File: config.mk
export PLATFORM = sky130hd
export DESIGN_NAME = pb_event_decoder
export DESIGN_NICKNAME = d
export VERILOG_FILES = /design/src/rtl/pb_event_decoder.sv
export SDC_FILE = /design/constraint.sdc
export NUM_CORES = 1
export LEC_CHECK = 0
export CORE_MARGIN = 3
export CORE_UTILIZATION = 57
export CTS_BUF_LIST = sky130_fd_sc_hd__clkbuf_16
export CTS_CLUSTER_DIAMETER = 80
export DETAILED_ROUTE_END_ITERATION = 10
export PLACE_DENSITY = 0.74
export SETUP_SLACK_MARGIN = 0.15
export SLEW_MARGIN = 10
export SYNTH_ARGS = -nofsm -noshare
export SYNTH_HDL_FRONTEND = slang
export SYNTH_SLANG_ARGS = --single-unit
File: constraint.sdc
create_clock -name REFCLK_3B0 -period 2.5 [get_ports REFCLK_3B0]
set_input_delay 0.5 -clock REFCLK_3B0 [delete_from_list [all_inputs] [get_ports REFCLK_3B0]]
set_output_delay 0.5 -clock REFCLK_3B0 [all_outputs]
set_load 0.005 [all_outputs]
File: src/rtl/pb_event_decoder.sv
// pb_event_decoder: conditions raw active-low push-buttons into debounced
// levels plus press / release / long-press events, queued in a small FIFO.
//
// Ports:
//   REFCLK_3B0    in   system clock, rising edge
//   FPGA_RST_n    in   asynchronous active-low reset
//   FPGA_PB       in   raw buttons, active-low, asynchronous to the clock
//   pb_level      out  debounced button state, 1 = pressed
//   evt_valid     out  event FIFO non-empty
//   evt_ready     in   consumer accepts the head event
//   evt_id        out  button index of the head event
//   evt_code      out  01 press, 10 release, 11 long-press
//   evt_overflow  out  sticky flag: an event was dropped
//   ovf_clear     in   synchronous clear of evt_overflow
module pb_event_decoder #(
  parameter int unsigned NUM_PB            = 2,
  parameter int unsigned DEBOUNCE_CYCLES   = 250000,
  parameter int unsigned LONG_PRESS_CYCLES = 25000000,
  parameter int unsigned FIFO_DEPTH        = 4
) (
  input  logic                                          REFCLK_3B0,
  input  logic                                          FPGA_RST_n,
  input  logic [NUM_PB-1:0]                             FPGA_PB,
  output logic [NUM_PB-1:0]                             pb_level,
  output logic                                          evt_valid,
  input  logic                                          evt_ready,
  output logic [((NUM_PB > 1) ? $clog2(NUM_PB) : 1)-1:0] evt_id,
  output logic [1:0]                                    evt_code,
  output logic                                          evt_overflow,
  input  logic                                          ovf_clear
);

  localparam int unsigned ID_W   = (NUM_PB > 1) ? $clog2(NUM_PB) : 1;
  localparam int unsigned DB_W   = $clog2(DEBOUNCE_CYCLES);
  localparam int unsigned HOLD_W = $clog2(LONG_PRESS_CYCLES + 1);
  localparam int unsigned PTR_W  = $clog2(FIFO_DEPTH);
  localparam int unsigned CNT_W  = $clog2(FIFO_DEPTH + 1);
  localparam int unsigned ENT_W  = ID_W + 2;
  localparam int unsigned NFLAG  = 3 * NUM_PB;

  // Synchronizer, reset to the released (high) level
  logic [NUM_PB-1:0] sync1_q, sync2_q;

  // Debounce and hold state
  logic [NUM_PB-1:0] pb_level_q, pb_level_d;
  logic [NUM_PB-1:0] level_prev_q;
  logic [DB_W-1:0]   db_cnt_q   [NUM_PB];
  logic [DB_W-1:0]   db_cnt_d   [NUM_PB];
  logic [HOLD_W-1:0] hold_q     [NUM_PB];
  logic [HOLD_W-1:0] hold_d     [NUM_PB];

  // Pending flags: bit 3*i+0 press, 3*i+1 long, 3*i+2 release
  logic [NFLAG-1:0] pend_q, pend_d;
  logic [NFLAG-1:0] set_c, grant_c, collide_c;

  // FIFO state
  logic [ENT_W-1:0] mem_q [FIFO_DEPTH];
  logic [PTR_W-1:0] wr_ptr_q, wr_ptr_d, rd_ptr_q, rd_ptr_d, rd_nxt_c;
  logic [CNT_W-1:0] count_q, count_d;
  logic [ENT_W-1:0] head_q, head_d, push_data_c;
  logic             valid_q, valid_d;
  logic             ovf_q, ovf_d;
  logic             found_c, push_c, pop_c;

  // Two-flop synchronizer
  always_ff @(posedge REFCLK_3B0 or negedge FPGA_RST_n) begin
    if (!FPGA_RST_n) begin
      sync1_q <= '1;
      sync2_q <= '1;
    end else begin
      sync1_q <= FPGA_PB;
      sync2_q <= sync1_q;
    end
  end

  // Debounce filter and long-press hold counter
  always_comb begin
    pb_level_d = pb_level_q;
    set_c      = '0;
    for (int i = 0; i < int'(NUM_PB); i++) begin
      db_cnt_d[i] = '0;
      hold_d[i]   = '0;
      if (~sync2_q[i] != pb_level_q[i]) begin
        if (db_cnt_q[i] == DB_W'(DEBOUNCE_CYCLES - 1)) begin
          pb_level_d[i] = ~pb_level_q[i];
        end else begin
          db_cnt_d[i] = db_cnt_q[i] + DB_W'(1);
        end
      end
      if (pb_level_q[i]) begin
        if (hold_q[i] != HOLD_W'(LONG_PRESS_CYCLES)) begin
          hold_d[i] = hold_q[i] + HOLD_W'(1);
        end else begin
          hold_d[i] = hold_q[i];
        end
      end
      // Event conditions; the long hit coincides with the counter reaching the threshold
      set_c[3*i]   = pb_level_q[i] & ~level_prev_q[i];
      set_c[3*i+1] = pb_level_q[i] & (hold_q[i] == HOLD_W'(LONG_PRESS_CYCLES - 1));
      set_c[3*i+2] = ~pb_level_q[i] & level_prev_q[i];
    end
  end

  // Fixed-priority arbiter: lowest flag index wins (button, then press > long > release)
  always_comb begin
    found_c     = 1'b0;
    grant_c     = '0;
    push_data_c = '0;
    for (int i = 0; i < int'(NUM_PB); i++) begin
      for (int j = 0; j < 3; j++) begin
        if (!found_c && pend_q[3*i+j]) begin
          found_c          = 1'b1;
          grant_c[3*i+j]   = 1'b1;
          push_data_c[ENT_W-1:2] = ID_W'(i);
          push_data_c[1:0] = (j == 0) ? 2'b01 : ((j == 1) ? 2'b11 : 2'b10);
        end
      end
    end
  end

  assign pop_c  = valid_q & evt_ready;
  assign push_c = found_c & ((count_q != CNT_W'(FIFO_DEPTH)) | pop_c);

  // Pending flags: a granted flag clears; a new event on a still-pending flag is lost
  always_comb begin
    pend_d    = pend_q;
    collide_c = '0;
    for (int k = 0; k < int'(NFLAG); k++) begin
      if (push_c && grant_c[k]) begin
        pend_d[k] = 1'b0;
      end else if (set_c[k] && pend_q[k]) begin
        collide_c[k] = 1'b1;
      end
      if (set_c[k]) begin
        pend_d[k] = 1'b1;
      end
    end
    ovf_d = (|collide_c) ? 1'b1 : (ovf_clear ? 1'b0 : ovf_q);
  end

  // FIFO pointers, occupancy and registered head entry
  always_comb begin
    wr_ptr_d = wr_ptr_q;
    rd_ptr_d = rd_ptr_q;
    count_d  = count_q;
    head_d   = head_q;
    rd_nxt_c = rd_ptr_q + PTR_W'(1);
    if (push_c) begin
      wr_ptr_d = wr_ptr_q + PTR_W'(1);
    end
    if (pop_c) begin
      rd_ptr_d = rd_nxt_c;
    end
    case ({push_c, pop_c})
      2'b10:   count_d = count_q + CNT_W'(1);
      2'b01:   count_d = count_q - CNT_W'(1);
      default: count_d = count_q;
    endcase
    // Head comes from storage unless the pushed entry lands directly at the head
    if (pop_c && (count_q >= CNT_W'(2))) begin
      head_d = mem_q[rd_nxt_c];
    end else if (push_c && ((count_q == '0) || (pop_c && (count_q == CNT_W'(1))))) begin
      head_d = push_data_c;
    end
    valid_d = (count_d != '0);
  end

  always_ff @(posedge REFCLK_3B0 or negedge FPGA_RST_n) begin
    if (!FPGA_RST_n) begin
      pb_level_q   <= '0;
      level_prev_q <= '0;
      pend_q       <= '0;
      wr_ptr_q     <= '0;
      rd_ptr_q     <= '0;
      count_q      <= '0;
      head_q       <= '0;
      valid_q      <= 1'b0;
      ovf_q        <= 1'b0;
      for (int i = 0; i < int'(NUM_PB); i++) begin
        db_cnt_q[i] <= '0;
        hold_q[i]   <= '0;
      end
    end else begin
      pb_level_q   <= pb_level_d;
      level_prev_q <= pb_level_q;
      pend_q       <= pend_d;
      wr_ptr_q     <= wr_ptr_d;
      rd_ptr_q     <= rd_ptr_d;
      count_q      <= count_d;
      head_q       <= head_d;
      valid_q      <= valid_d;
      ovf_q        <= ovf_d;
      for (int i = 0; i < int'(NUM_PB); i++) begin
        db_cnt_q[i] <= db_cnt_d[i];
        hold_q[i]   <= hold_d[i];
      end
    end
  end

  // Event storage; contents are qualified by the occupancy count
  always_ff @(posedge REFCLK_3B0) begin
    if (push_c) begin
      mem_q[wr_ptr_q] <= push_data_c;
    end
  end

  assign pb_level     = pb_level_q;
  assign evt_valid    = valid_q;
  assign evt_id       = head_q[ENT_W-1:2];
  assign evt_code     = head_q[1:0];
  assign evt_overflow = ovf_q;

endmodule

Fig. 1: run 1, wiring by layer
Two of the layers only.
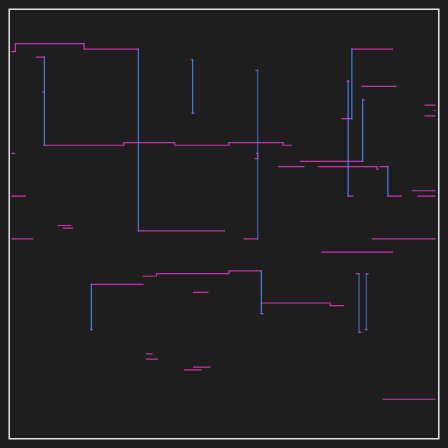
legend:
  M4:
    color: blue
    wire_length: 247 µm
  M3:
    color: magenta
    wire_length: 360 µm

Fig. 2: run 1, signal wires on met4
The bar under the picture is 20 µm long.
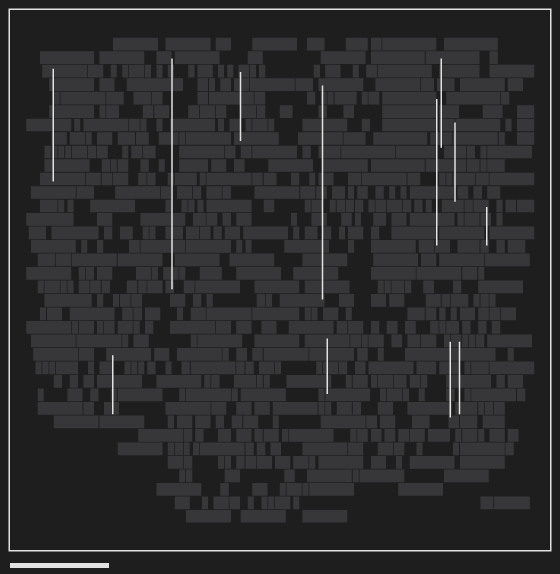
longest straight run: 46.2 µm
share of all routed wire: 2.1%
wire length on this layer: 247 µm
nets with wire on the layer: 8
main direction: vertical

Fig. 3: run 1, clock routing
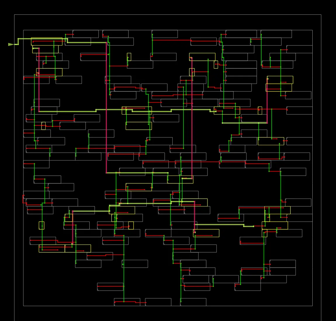
Clock Sinks: 124
TritonCTS buffer count: 17

==> results.json, run 1 <==
{
  "synth_cells": 583,
  "top_cell_area_share_pct": 44.8,
  "comb_power_share_pct": 9.7,
  "switching_share_pct": 24.2,
  "synth_flops": 124,
  "final_cells": 759,
  "synth_nets": 604,
  "die_w_um": 109,
  "synth_area_mm2": 0.00603,
  "topCellsByArea": "dfrtp_1 (45%), xor2_1 (6.7%), nor2_1 (6.2%)",
  "nMultiInputCombCells": 432,
  "synth-main-ff-cell": "dfrtp_1",
  "tool_warnings": 37,
  "pg_seq_mw": 2.21,
  "p_comb_mw": 0.474,
  "reg2reg_to": "head_q[0]",
  "initCoreUtil_pct": 60.1,
  "pre_cts_slack_ns": 0.231,
  "cp_slowest_cell": "o31ai_1",
  "htreeDepth": 4,
  "layout-drive-gt1-share_pct": 9.27,
  "cts_setup_buffers": 0,
  "avgSynthCellArea_um2": 10.3,
  "clock_latency_ns": 0.41,
  "leakage_nw": 2.87,
  "vias": 4361,
  "crit_buf_inv": 1,
  "p_int_mw": 3.71,
  "status": "finished clean",
  "largest_class": "registers",
  "design.seq.count": 124,
  "inv_count": 16,
  "maxPowerGroup": "clock",
  "rr_worst_depth": 5,
  "logic_area_mm2": 0.00276,
  "drt-total-wl_mm": 11.6,
  "fin_util_pct": 68.8,
  "hp-class": "in -> async",
  "ant_nets": 0,
  "drt_pre_antenna_iters": 5,
  "drv_slew": 0,
  "r2r_slack_ns": 0.28,
  "route.met3.wl_um": 360,
  "grtUsageMet1_pct": 27.9,
  "drc": 0,
  "p_total_mw": 4.90,
  "cp-startpoint": "count_q[0]",
  "setup_slack_ns": 0.279,
  "crit_type": "reg -> reg",
  "core_mm2": 0.0100,
  "post_cts_resized": 0,
  "nets": 635,
  "cp.arrival_ns": 2.51,
  "grt_usage_pct": 22.1,
  "synth.cellmix.simpleShare_pct": 24.4,
  "cap_violations": 0,
  "end_kind": "flop",
  "grt_first_pass_wirelength_mm": 20.5,
  "layout.nonclk_buf_share_pct": 3.08,
  "area_growth_syn_to_layout_pct": 14.5,
  "path_clk_slew_ns": 0.06,
  "power_density_mw_per_mm2": 710,
  "ys_sh_adder_pct": 3.11
}
==> run 2, diff against run 1 <==
--- a/config.mk
+++ b/config.mk
@@ -6,11 +6,10 @@
 export NUM_CORES = 1
 export LEC_CHECK = 0
 export CORE_MARGIN = 3
-export CORE_UTILIZATION = 57
+export CORE_UTILIZATION = 40
 export CTS_BUF_LIST = sky130_fd_sc_hd__clkbuf_16
 export CTS_CLUSTER_DIAMETER = 80
 export DETAILED_ROUTE_END_ITERATION = 10
-export PLACE_DENSITY = 0.74
 export SETUP_SLACK_MARGIN = 0.15
 export SLEW_MARGIN = 10
 export SYNTH_ARGS = -nofsm -noshare
Fig. 4: run 2, the metal 2 layer
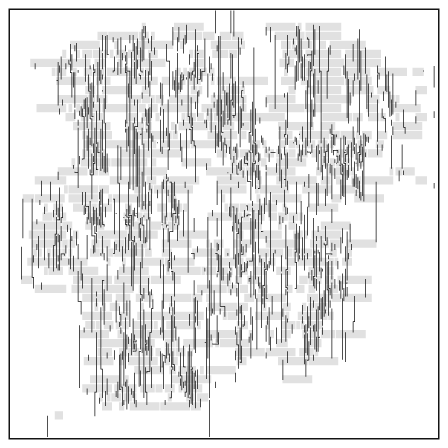
main direction: vertical
wire length on this layer: 5480 µm
Via Count: 4332
Post-Route WL: 11.4 mm

==> run 2 against run 1 <==
  * Worst setup slack gained 0.020 ns
  * Cell area rose by 2.2%
  * Count of clock-buffer cells in the layout is 1 lower
  * Die area is 40% higher
  * Clock power grew 16%
  * Via count is 0.66% lower
  * Critical path depth did not move
  * Utilization decreased by 21 points
  * Final cell count is 6.9% higher
  * Combinational power fell by 4%
  * Wire length is 1.9% lower
  * First-iteration DRC count down 29%
  * Largest power group unchanged
  * Highest routed layer unchanged
==> results.json, run 2 <==
{
  "cpPeakStageDelay_ns": 0.56,
  "grtUsageMet1_pct": 19.4,
  "r2r_slack_ns": 0.30,
  "cts_setup_buffers": 0,
  "synth-main-ff-cell": "dfrtp_1",
  "layout.nonclk_buf_share_pct": 3.01,
  "diodes": 0,
  "cts_hold_buf": 0,
  "startpoint_type": "flop",
  "pre_cts_slack_ns": 0.154,
  "wl_met2_mm": 5.48,
  "clock_power_mw": 2.57,
  "grt_usage_pct": 14.8,
  "p_total_mw": 5.23,
  "layout-drive-gt1-share_pct": 10.0,
  "drc": 0,
  "fin_util_pct": 48.2,
  "top_cell_area_share_pct": 44.8,
  "drt_pre_antenna_iters": 4,
  "synth_area_mm2": 0.00603,
  "logic_area_mm2": 0.00276,
  "numCtsBuffers": 17,
  "crit_buf_inv": 0,
  "maxPowerGroup": "clock",
  "async_flop_share_pct": 90.3,
  "design.seq.count": 124,
  "post_cts_resized": 0,
  "lay_top_count": "dfrtp_1",
  "pg_seq_mw": 2.20,
  "final-clk-cell-share_pct": 8.83,
  "seq_power_share_pct": 42.1,
  "leakage_nw": 2.88,
  "yosysSeqAreaShare_pct": 52.5,
  "crit_type": "reg -> reg",
  "path_clk_slew_ns": 0.06,
  "topCellsByArea": "dfrtp_1 (45%), xor2_1 (6.7%), nor2_1 (6.2%)",
  "avgSynthCellArea_um2": 10.3,
  "largest_class": "registers",
  "cp-startpoint": "hold_q[7]",
  "nets": 635,
  "switching_share_pct": 23.6,
  "cp.arrival_ns": 2.49,
  "netlist_top_cells_count": "dfrtp_1 (108), nor2_1 (100), xor2_1 (46)",
  "inv_count": 16,
  "via_per_inst": 5.34,
  "drv_slew": 0,
  "reg2reg_to": "hold_q[1]",
  "hp-class": "in -> async",
  "clock_latency_ns": 0.42,
  "dp.cells": 779,
  "synth_nets": 604,
  "cap_violations": 0,
  "comb_power_share_pct": 8.7,
  "cp_slowest_cell": "or4_4",
  "use_met2_pct": 23.5,
  "grt_pass1_vias": 4283,
  "end_kind": "flop",
  "setup_slack_ns": 0.299,
  "p_int_mw": 3.99,
  "status": "finished clean",
  "initCoreUtil_pct": 41.2,
  "die_w_um": 129,
  "synth_cells": 583,
  "dpl.hpwl_mm": 7.72,
  "nMultiInputCombCells": 432,
  "p_comb_mw": 0.455,
  "synth.cellmix.simpleShare_pct": 24.4,
  "route.met3.wl_um": 302,
  "area_growth_syn_to_layout_pct": 17.0,
  "cts_sinks": 124,
  "ant_nets": 0,
  "ys_sh_adder_pct": 3.11,
  "tool_warnings": 35,
  "yosys_area_mm2": 0.00603,
  "skew_ns": 0.00945,
  "final_cells": 811,
  "rr_worst_depth": 5,
  "taps": 184,
  "power_density_mw_per_mm2": 740,
  "synth_flops": 124,
  "core_mm2": 0.0146,
  "htreeDepth": 4,
  "grt_first_pass_wirelength_mm": 19.9,
  "yosysUniqueCellTypes": 56,
  "final.clkbuf_count": 17
}
==> run 3, diff against run 2 <==
--- a/config.mk
+++ b/config.mk
@@ -6,7 +6,7 @@
 export NUM_CORES = 1
 export LEC_CHECK = 0
 export CORE_MARGIN = 3
-export CORE_UTILIZATION = 40
+export CORE_UTILIZATION = 45
 export CTS_BUF_LIST = sky130_fd_sc_hd__clkbuf_16
 export CTS_CLUSTER_DIAMETER = 80
 export DETAILED_ROUTE_END_ITERATION = 10
@@ -15,3 +15,4 @@
 export SYNTH_ARGS = -nofsm -noshare
 export SYNTH_HDL_FRONTEND = slang
 export SYNTH_SLANG_ARGS = --single-unit
+export TNS_END_PERCENT = 20
Fig. 5: run 3, cells by drive strength
The bar under the picture is 20 µm long.
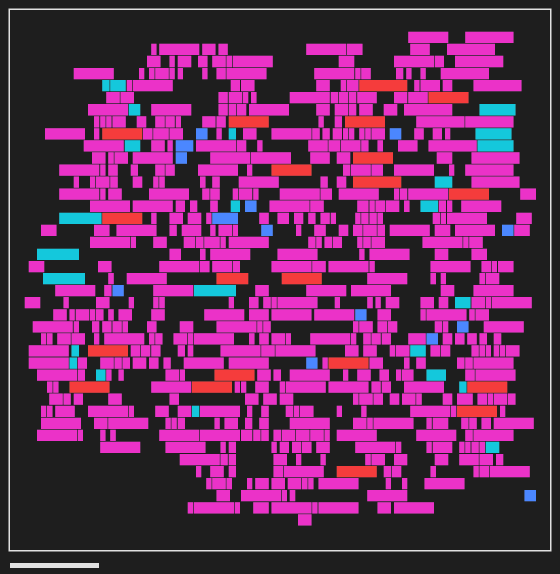
legend:
  x3 and x4:
    color: blue
    cells: 14
    share: 2.2%
    most_used: buf_4
  x1 and smaller:
    color: magenta
    cells: 570
    share: 91%
    most_used: dfrtp_1
  x2:
    color: cyan
    cells: 24
    share: 3.8%
    most_used: clkinv_2
  x6 and larger:
    color: red
    cells: 20
    share: 3.2%
    most_used: clkbuf_16
area added between synthesis and finish: 15.5%
Plain + repair buffers: 24
Finished Cell Area: 0.00697 mm²

==> run 3 against run 2 <==
  * Cell area decreased by 1.3%
  * Clock power decreased by 12%
  * Sequential power about the same
  * Clock skew decreased by 0.0050 ns
  * Count of clock-buffer cells in the layout unchanged
  * Utilization increased by 5.9 points
==> results.json, run 3 <==
{
  "yosysWarnings": 0,
  "clock_latency_ns": 0.41,
  "cts_root_buf": "clkbuf_16",
  "cp-startpoint": "hold_q[7]",
  "flop_area_mm2": 0.00317,
  "fp.dieH_um": 122,
  "critical-path-top-delay-family": "simple AND/OR/NAND/NOR gates",
  "grt_first_pass_wirelength_mm": 20.5,
  "pre_cts_slack_ns": 0.0665,
  "layout.nonclk_buf_share_pct": 3.16,
  "yosys_area_mm2": 0.00603,
  "top_cell_area_share_pct": 44.8,
  "dpl.hpwl_mm": 7.78,
  "layout-drive-gt1-share_pct": 9.24,
  "ant_nets": 0,
  "rr_worst_depth": 5,
  "wl_met2_mm": 5.53,
  "cp.arrival_ns": 2.47,
  "seq_power_share_pct": 44.8,
  "comb_area_share_pct": 39.6,
  "design.seq.count": 124,
  "p_total_mw": 4.93,
  "route.met3.wl_um": 346,
  "tightest_slew_ns": 0.725,
  "period_needed_ns": 2.18,
  "antenna_found_initial": 0,
  "via_per_inst": 5.33,
  "async_flop_share_pct": 90.3,
  "htreeDepth": 4,
  "synth_area_mm2": 0.00603,
  "taps": 172,
  "grt_usage_pct": 17.4,
  "lay_top_cells": "dfrtp_1 (108), nor2_1 (100), xor2_1 (46)",
  "netlist_top_cells_count": "dfrtp_1 (108), nor2_1 (100), xor2_1 (46)",
  "logic_area_mm2": 0.00276,
  "leakage_nw": 2.88,
  "crit_path_max_fanout": 7,
  "numPortBuffers": 12,
  "path_clk_slew_ns": 0.05,
  "final.clkbuf_count": 17,
  "mux_share_pct": 2.32,
  "hp-class": "in -> async",
  "rsz0062_at_grt": "false",
  "crit_end": "hold_q[1]",
  "synth_flops": 124,
  "synth-main-ff-cell": "dfrtp_1",
  "topCellsByArea": "dfrtp_1 (45%), xor2_1 (6.7%), nor2_1 (6.2%)",
  "min_period_over_period_pct": 87.2,
  "fmax_mhz": 459,
  "avgSynthCellArea_um2": 10.3,
  "largest_class": "registers",
  "r2r_slack_ns": 0.32,
  "drt-initial-drc-count": 226,
  "comb_power_share_pct": 9.3,
  "top_regs": "hold_q (50), db_cnt_q (36), mem_q (12)",
  "use_met2_pct": 27.7,
  "power_density_mw_per_mm2": 708,
  "top_logic_kind": "simple AND/OR/NAND/NOR gates",
  "lay_top_count": "dfrtp_1",
  "post_cts_resized": 0,
  "maxPowerGroup": "clock",
  "synth_nets": 604,
  "switching_share_pct": 23.9,
  "crit_type": "reg -> reg",
  "cts_setup_buffers": 0,
  "cpPeakStageDelay_ns": 0.57,
  "cp_data_required_time_ns": 2.79,
  "yosysSeqAreaShare_pct": 52.5,
  "nets": 636,
  "grt_max_degree": 38,
  "p_int_mw": 3.75,
  "cts_hold_buf": 0,
  "synth_cells": 583,
  "clock_power_mw": 2.27,
  "skew_ns": 0.00443,
  "setup_viol": 0,
  "top_cell": "dfrtp_1",
  "die_w_um": 122,
  "tns_ns": 0,
  "final_cells": 800,
  "end_kind": "flop",
  "cp_slowest_cell": "or4_4",
  "grtUsageMet1_pct": 22.6,
  "dp.cells": 768,
  "status": "finished clean",
  "vias": 4266,
  "path_depth": 5,
  "drv_slew": 0,
  "p_switching_mw": 1.18,
  "tool_warnings": 35,
  "crit_buf_inv": 0,
  "pg_seq_mw": 2.21,
  "ir_drop_mv": 0.460,
  "rows": 41,
  "startpoint_type": "flop",
  "diodes": 0,
  "drc": 0,
  "cts_sinks": 124,
  "numCtsBuffers": 17,
  "ys_sh_aoi_pct": 4.23,
  "drt_pre_antenna_iters": 4,
  "p_comb_mw": 0.456,
  "largest-register": "hold_q",
  "nMultiInputCombCells": 432,
  "top_area_cell": "dfrtp_1",
  "final-clk-cell-share_pct": 7.78,
  "reg2reg_to": "hold_q[1]",
  "grt_overflow_total": 0,
  "top_usage_layer": "met2",
  "grt_use_met3_pct": 5.71,
  "cap_violations": 0,
  "ys_sh_adder_pct": 3.11,
  "drt-total-wl_mm": 11.6,
  "inv_count": 16,
  "tritoncts": "built",
  "yosysUniqueCellTypes": 56,
  "initCoreUtil_pct": 46.8,
  "io_pins": 13,
  "setup_slack_ns": 0.321,
  "fin_util_pct": 54.1,
  "grt_pass1_vias": 4315,
  "core_mm2": 0.0129,
  "slew_headroom_pct": 51.3,
  "synth.cellmix.simpleShare_pct": 24.4
}
No activity file was given, so power comes from the tool's default toggle rates.
